### src/rtl/sh_link_pkg.sv
// ============================================================================
//  sh_link_pkg
//  Shared constants and the flit type for the super-hub link endpoint.
//  Revision: 1.0
// ============================================================================
`default_nettype none

package sh_link_pkg;

  localparam int FLIT_W          = 20;
  localparam int DEFAULT_DEPTH   = 4;
  localparam int DEFAULT_CREDITS = 4;

  typedef logic [FLIT_W-1:0] flit_t;

endpackage : sh_link_pkg

`default_nettype wire

### src/rtl/sh_link_fifo.sv
// ============================================================================
//  sh_link_fifo
//  Ingress flit FIFO with a combinational head output. A push and a pop in the
//  same cycle are allowed even when full, since the pop frees the head slot
//  before the write lands.
//  Revision: 1.0
// ============================================================================
`default_nettype none

module sh_link_fifo
  import sh_link_pkg::*;
#(
  parameter int DEPTH = DEFAULT_DEPTH
) (
  input  logic  clk,
  input  logic  rst,
  input  logic  push,
  input  logic  pop,
  input  flit_t din,
  output flit_t head,
  output logic  full,
  output logic  empty
);

  localparam int AW = (DEPTH > 1) ? $clog2(DEPTH) : 1;
  localparam logic [AW:0] FULL_CNT = (AW + 1)'(DEPTH);

  flit_t         mem [DEPTH];
  logic [AW-1:0] wr_ptr;
  logic [AW-1:0] rd_ptr;
  logic [AW:0]   count;

  // Storage write; contents need no reset because count gates visibility.
  always_ff @(posedge clk) begin
    if (push) begin
      mem[wr_ptr] <= din;
    end
  end

  // Pointer and occupancy tracking; depth is a power of two so pointers wrap.
  always_ff @(posedge clk) begin
    if (rst) begin
      wr_ptr <= '0;
      rd_ptr <= '0;
      count  <= '0;
    end else begin
      if (push) wr_ptr <= wr_ptr + 1'b1;
      if (pop)  rd_ptr <= rd_ptr + 1'b1;
      case ({push, pop})
        2'b10:   count <= count + 1'b1;
        2'b01:   count <= count - 1'b1;
        default: count <= count;
      endcase
    end
  end

  assign head  = mem[rd_ptr];
  assign empty = (count == '0);
  assign full  = (count == FULL_CNT);

endmodule : sh_link_fifo

`default_nettype wire

### src/rtl/sh_link_endpoint.sv
// ============================================================================
//  sh_link_endpoint
//  Super-hub side of a cluster link: credit-returning ingress FIFO on the
//  uplink and a credit-limited, registered downlink.
//  Optional feature macro: SH_LINK_STATS_EN (saturating flit counters).
//  Revision: 1.0
// ============================================================================
`default_nettype none

module sh_link_endpoint
  import sh_link_pkg::*;
#(
  parameter int DEPTH   = DEFAULT_DEPTH,
  parameter int CREDITS = DEFAULT_CREDITS
) (
  input  logic        clk,
  input  logic        rst,
  input  logic [19:0] up_data,
  input  logic        up_valid,
  output logic        up_co,
  output logic [19:0] fwd_data,
  output logic        fwd_valid,
  input  logic        fwd_ready,
  input  logic [19:0] dn_data,
  input  logic        dn_valid,
  output logic        dn_ready,
  output logic [19:0] down_data,
  output logic        down_valid,
  input  logic        down_ci,
  output logic        ovf_err,
  output logic        credit_err,
  output logic [15:0] up_count,
  output logic [15:0] down_count
);

  localparam int          CW       = $clog2(CREDITS + 1);
  localparam logic [CW-1:0] CRED_MAX = CW'(CREDITS);

  logic          push;
  logic          pop;
  logic          full;
  logic          empty;
  logic          send;
  logic          at_max;
  logic          ci_ok;
  logic [CW-1:0] credits;

  // ---------------------------------------------------------------- uplink
  assign pop       = fwd_valid && fwd_ready;
  assign push      = up_valid && (!full || pop);
  assign fwd_valid = !empty;

  sh_link_fifo #(
    .DEPTH (DEPTH)
  ) u_fifo (
    .clk   (clk),
    .rst   (rst),
    .push  (push),
    .pop   (pop),
    .din   (up_data),
    .head  (fwd_data),
    .full  (full),
    .empty (empty)
  );

  // One credit-return pulse per freed slot, one cycle after the pop.
  always_ff @(posedge clk) begin
    if (rst) up_co <= 1'b0;
    else     up_co <= pop;
  end

  // Sticky overflow flag: flit dropped because nothing left the full FIFO.
  always_ff @(posedge clk) begin
    if (rst)                          ovf_err <= 1'b0;
    else if (up_valid && full && !pop) ovf_err <= 1'b1;
  end

  // -------------------------------------------------------------- downlink
  assign dn_ready = (credits != '0);
  assign send     = dn_valid && dn_ready;
  assign at_max   = (credits == CRED_MAX);
  // A return at full credit is only legal if a send consumes one that cycle.
  assign ci_ok    = down_ci && !(at_max && !send);

  // Credit counter: send and valid return in the same cycle cancel out.
  always_ff @(posedge clk) begin
    if (rst) begin
      credits <= CRED_MAX;
    end else begin
      case ({send, ci_ok})
        2'b10:   credits <= credits - 1'b1;
        2'b01:   credits <= credits + 1'b1;
        default: credits <= credits;
      endcase
    end
  end

  // Sticky flag for a credit return the hub could not have owed us.
  always_ff @(posedge clk) begin
    if (rst)                          credit_err <= 1'b0;
    else if (down_ci && at_max && !send) credit_err <= 1'b1;
  end

  // Registered downlink flit; data holds between sends.
  always_ff @(posedge clk) begin
    if (rst) begin
      down_data  <= '0;
      down_valid <= 1'b0;
    end else begin
      down_valid <= send;
      if (send) down_data <= dn_data;
    end
  end

  // ------------------------------------------------------------ statistics
`ifdef SH_LINK_STATS_EN
  logic [15:0] up_cnt;
  logic [15:0] down_cnt;

  // Saturating counts of accepted uplink flits and sent downlink flits.
  always_ff @(posedge clk) begin
    if (rst) begin
      up_cnt   <= '0;
      down_cnt <= '0;
    end else begin
      if (push && (up_cnt != 16'hFFFF))   up_cnt   <= up_cnt + 1'b1;
      if (send && (down_cnt != 16'hFFFF)) down_cnt <= down_cnt + 1'b1;
    end
  end

  assign up_count   = up_cnt;
  assign down_count = down_cnt;
`else
  assign up_count   = '0;
  assign down_count = '0;
`endif

endmodule : sh_link_endpoint

`default_nettype wire

### config.mk
export PLATFORM = sky130hd
export DESIGN_NAME = sh_link_endpoint
export DESIGN_NICKNAME = d
export VERILOG_FILES = /design/src/rtl/sh_link_pkg.sv /design/src/rtl/sh_link_fifo.sv /design/src/rtl/sh_link_endpoint.sv
export SDC_FILE = /design/constraint.sdc
export NUM_CORES = 1
export LEC_CHECK = 0
export CAP_MARGIN = 25
export CORE_UTILIZATION = 40
export CTS_CLUSTER_DIAMETER = 50
export DETAILED_ROUTE_END_ITERATION = 10
export GPL_TIMING_DRIVEN = 0
export PLACE_DENSITY_LB_ADDON = 0.05
export REMOVE_ABC_BUFFERS = 1
export SYNTH_ARGS = -nofsm -noshare
export SYNTH_HDL_FRONTEND = slang
export SYNTH_SLANG_ARGS = --single-unit
### constraint.sdc
create_clock -name clk -period 2.53 [get_ports clk]
set_clock_uncertainty 0.1 [all_clocks]
set_input_delay 0.3795 -clock clk [delete_from_list [all_inputs] [get_ports clk]]
set_output_delay 0.3795 -clock clk [all_outputs]
set_load 0.01 [all_outputs]
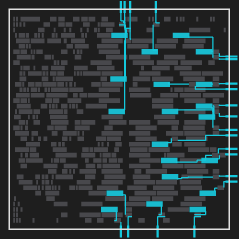
(run_1/port_nets.png)
Drawn at 2 px/micron.
`fwd_data`: drawn in cyan, bits 20, direction output, end cells 20, buffers 20, wire 400 microns.
I/O pins: 124
port bufs: 91

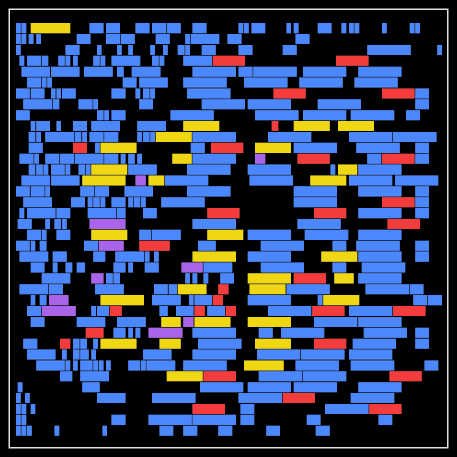
(run_1/drive_strength.png)
Drawn at 4 px/micron.
drive 1 or less: drawn in blue, cells 351, share 83%. drive 2: drawn in red, cells 30, share 7.1%. drive 6 and up: drawn in yellow, cells 31, share 7.3%. drive 3 to 4: drawn in purple, cells 10, share 2.4%.

==> run summary, run 1 <==
Most common library cells after synthesis - 80 x edfxtp_1, 40 x nand2_1, 36 x dfxtp_1
Fraction of area in registers - 49.5%
P_clk - 2.61 mW
Setup crit end kind - primary output
Fin Setup TNS - 0 ns
PwrDens - 1020 mW/mm^2
Cts hold-fix bufs - 0
Post-Route Utilization - 57.3%
Worst endpoint required time - 2.05 ns
TritonCTS Buffers - 17
Post-synth top flop - edfxtp_1
Max Root-Sink Buffers - 2
Synth Area per Inst - 15.1 sq um
Post-synth seq share - 67.9%
Ys Warns - 0
Inverters - 9
Overflow after GRT - 0
Synth top area share - 52.2%
Internal - 4.91 mW
Flip-flops - 116
Die H - 109 microns
Residual DRC count - 0
Setup Slack @ Placement - -0.914 ns
RSZ-0062 raised after global routing - false
WL met3 - 670 microns
Post_cts resized - 10
Ratio of cells with drive above 1 in the final layout - 16.8%
Final period utilization - 96.2%
Vias per inst - 4.58
Vias in the first global route - 2603
Worst Path Arrival - 1.95 ns
Routed len/inst - 15.1 microns
Worst path bufs/invs - 2
Worst-case reg-to-reg path depth - 8
NetSw - 1.52 mW
Post-synth top area cell - edfxtp_1
Worst r2r src - credits[2]
Hold depth - 2
Part of the power in combinational logic - 22.2%
Sequential power - 2.40 mW
# diodes - 0
Final ANT Viol Nets - 0
Latency at later pin - 0.39 ns
Post-Syn Area - 0.00460 sq mm
Flip-flop and latch area - 0.00313 sq mm
Met2 wire length - 4260 microns
Hold WS - 0.350 ns
Status - complete, no violations
Crit path to - fwd_data[0]
Crit. path cell count - 3
Crit-path leading delay family - buffers and inverters
EDFF count, synth - 80
Top power group - the clock network
Class of the worst hold path - flop to flop
M2 GR Usage - 24.7%
Initial antenna violation count - 0
Via count - 2576
Chip area - 0.0119 sq mm
Crit path launch type - flop
Non-clk bufs - 97
Synth-to-layout area growth - 37.3%
Combinational Gates - 168
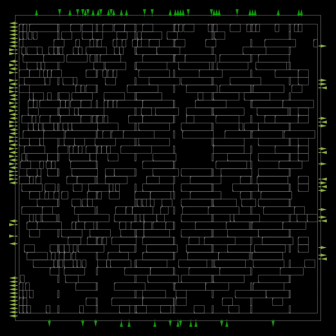
(run_1/final_placement.png)
num rows: 38
fill count: 879
Well Taps: 140
core area: 0.0110 sq mm
Finished Layout Cells: 562

run 1: placed cells by master, fill, tap and decap left out, types with 8 or more instances in the layout:
cell type	count
a21oi_1	24
clkbuf_16	17
clkdlybuf4s50_1	91
conb_1	32
dfxtp_1	34
edfxtp_1	80
inv_1	8
mux4_2	20
nand2_1	40
nor2_1	14
run 1: cells by family after synthesis:
family	share of synthesized area, %
AOI/OAI and AO/OA	3.48
xor gates and xnor gates	1.14
adders and majority gates	2.50
buffers and inverters	7.18
DFF	67.9
muxes	10.5
other	0.0815
and+or+nand+nor	7.20
run 1: flip-flops by register name (all words and copies together), names as in the netlist, named ones only:
name and cells:
u_fifo.rd_ptr 2, u_fifo.count 3, ovf_err 1, up_co 1, down_data 20, down_valid 1, u_fifo.wr_ptr 2, credits 3
credit_err 1, u_fifo.mem 80
==> run 1 -> run 2 <==
CTS_BUF_LIST = sky130_fd_sc_hd__clkbuf_16   (was not set)
clock period = 2.1 ns   (was 2.53 ns; I/O delays follow)
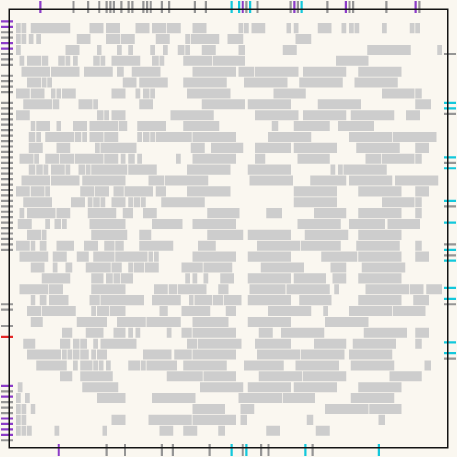
(run_2/pins.png)
Drawn at 4 px/micron. Pins as bars across the die edge, other pins in grey.
`fwd_data`: drawn in cyan, pins 20, direction output, edge 12 east, 4 north, 4 south. `fwd_valid`: drawn in red, pins 1, direction output, edge west. `up_count`: drawn in purple, pins 16, direction output, edge 10 west, 5 north, 1 south.

==> run 2 against run 1 <==
The flow now finishes with violations (setup timing). Final area grew 1.0%. Register-to-register slack got worse by 0.20 ns. Synthesized cell count stayed put. Critical endpoint is now credits[2]. Sequential power increased by 21%. Core utilization is 0.58 points higher. Flip-flop count unchanged. Clock power grew 15%. Sequential share of layout area is 0.26 points lower. Critical path depth grew 5. Highest routed layer unchanged. Worst hold slack got worse by 0.046 ns.
==> run summary, run 2 <==
Max Root-Sink Buffers - 2
Residual DRC count - 0
Synth Area per Inst - 15.1 sq um
Die H - 109 microns
Met2 wire length - 4420 microns
Num rows - 38
Overflow after GRT - 0
Vias in the first global route - 2696
Status - finished, violations left
Vias per inst - 4.61
Worst Path Arrival - 2.35 ns
Crit. path cell count - 8
Crit path to - credits[2]
Most common library cells after synthesis - 80 x edfxtp_1, 40 x nand2_1, 36 x dfxtp_1
Part of the power in combinational logic - 23.8%
Post_cts resized - 112
Port bufs - 91
Most instantiated logic cells after routing - 80 x edfxtp_1, 68 x clkdlybuf4s50_1, 40 x nand2_1, 32 x conb_1, 28 x dfxtp_1
Top flop regs - u_fifo.mem: 80 flops, down_data: 20 flops
Final period utilization - 103%
Worst-case reg-to-reg path depth - 8
Post-Syn Area - 0.00460 sq mm
Post-synth seq share - 67.9%
Class of the worst hold path - input port to flop
Fin Setup TNS - -0.0685 ns
Post-synth top flop - edfxtp_1
Setup crit end kind - flop
Final worst slack - -0.0685 ns
Finished Layout Cells - 573
Final ANT Viol Nets - 0
Hold WS - 0.304 ns
Worst endpoint required time - 2.28 ns
Crit path launch type - flop
Hold depth - 3
P_clk - 3.00 mW
# diodes - 0
Number of setup violations in the final report - 1
NetSw - 1.92 mW
Latency at later pin - 0.40 ns
Worst path bufs/invs - 2
Ys Warns - 0
Initial antenna violation count - 0
M2 GR Usage - 26.8%
Fill count - 882
Routed len/inst - 15.6 microns
Top reg by flops - u_fifo.mem
WL met3 - 699 microns
Ratio of cells with drive above 1 in the final layout - 25.6%
Worst r2r src - credits[1]
Commonest Layout Cell - edfxtp_1
Failing checks - setup timing
run 2: area by class of cell:
| type | instances | area share (%) |
|---|---|---|
| Sequential cell | 116 | 49.2 |
| Multi-Input combinational cell | 168 | 20.8 |
| Timing Repair Buffer | 107 | 16.8 |
| Clock buffer | 17 | 6.66 |
| Clock inverter | 15 | 3.10 |
| Tap cell | 140 | 2.74 |
| Inverter | 9 | 0.647 |
| Timing Repair inverter | 1 | 0.0980 |
run 2: cell families after synthesis:
group / share of synthesized area [%]
DFF: 67.9
and+or+nand+nor: 7.20
buffers and inverters: 7.18
AOI/OAI and AO/OA: 3.48
muxes: 10.5
adders and majority gates: 2.50
xor gates and xnor gates: 1.14
other: 0.0815
Power and IR drop assume default switching activity.
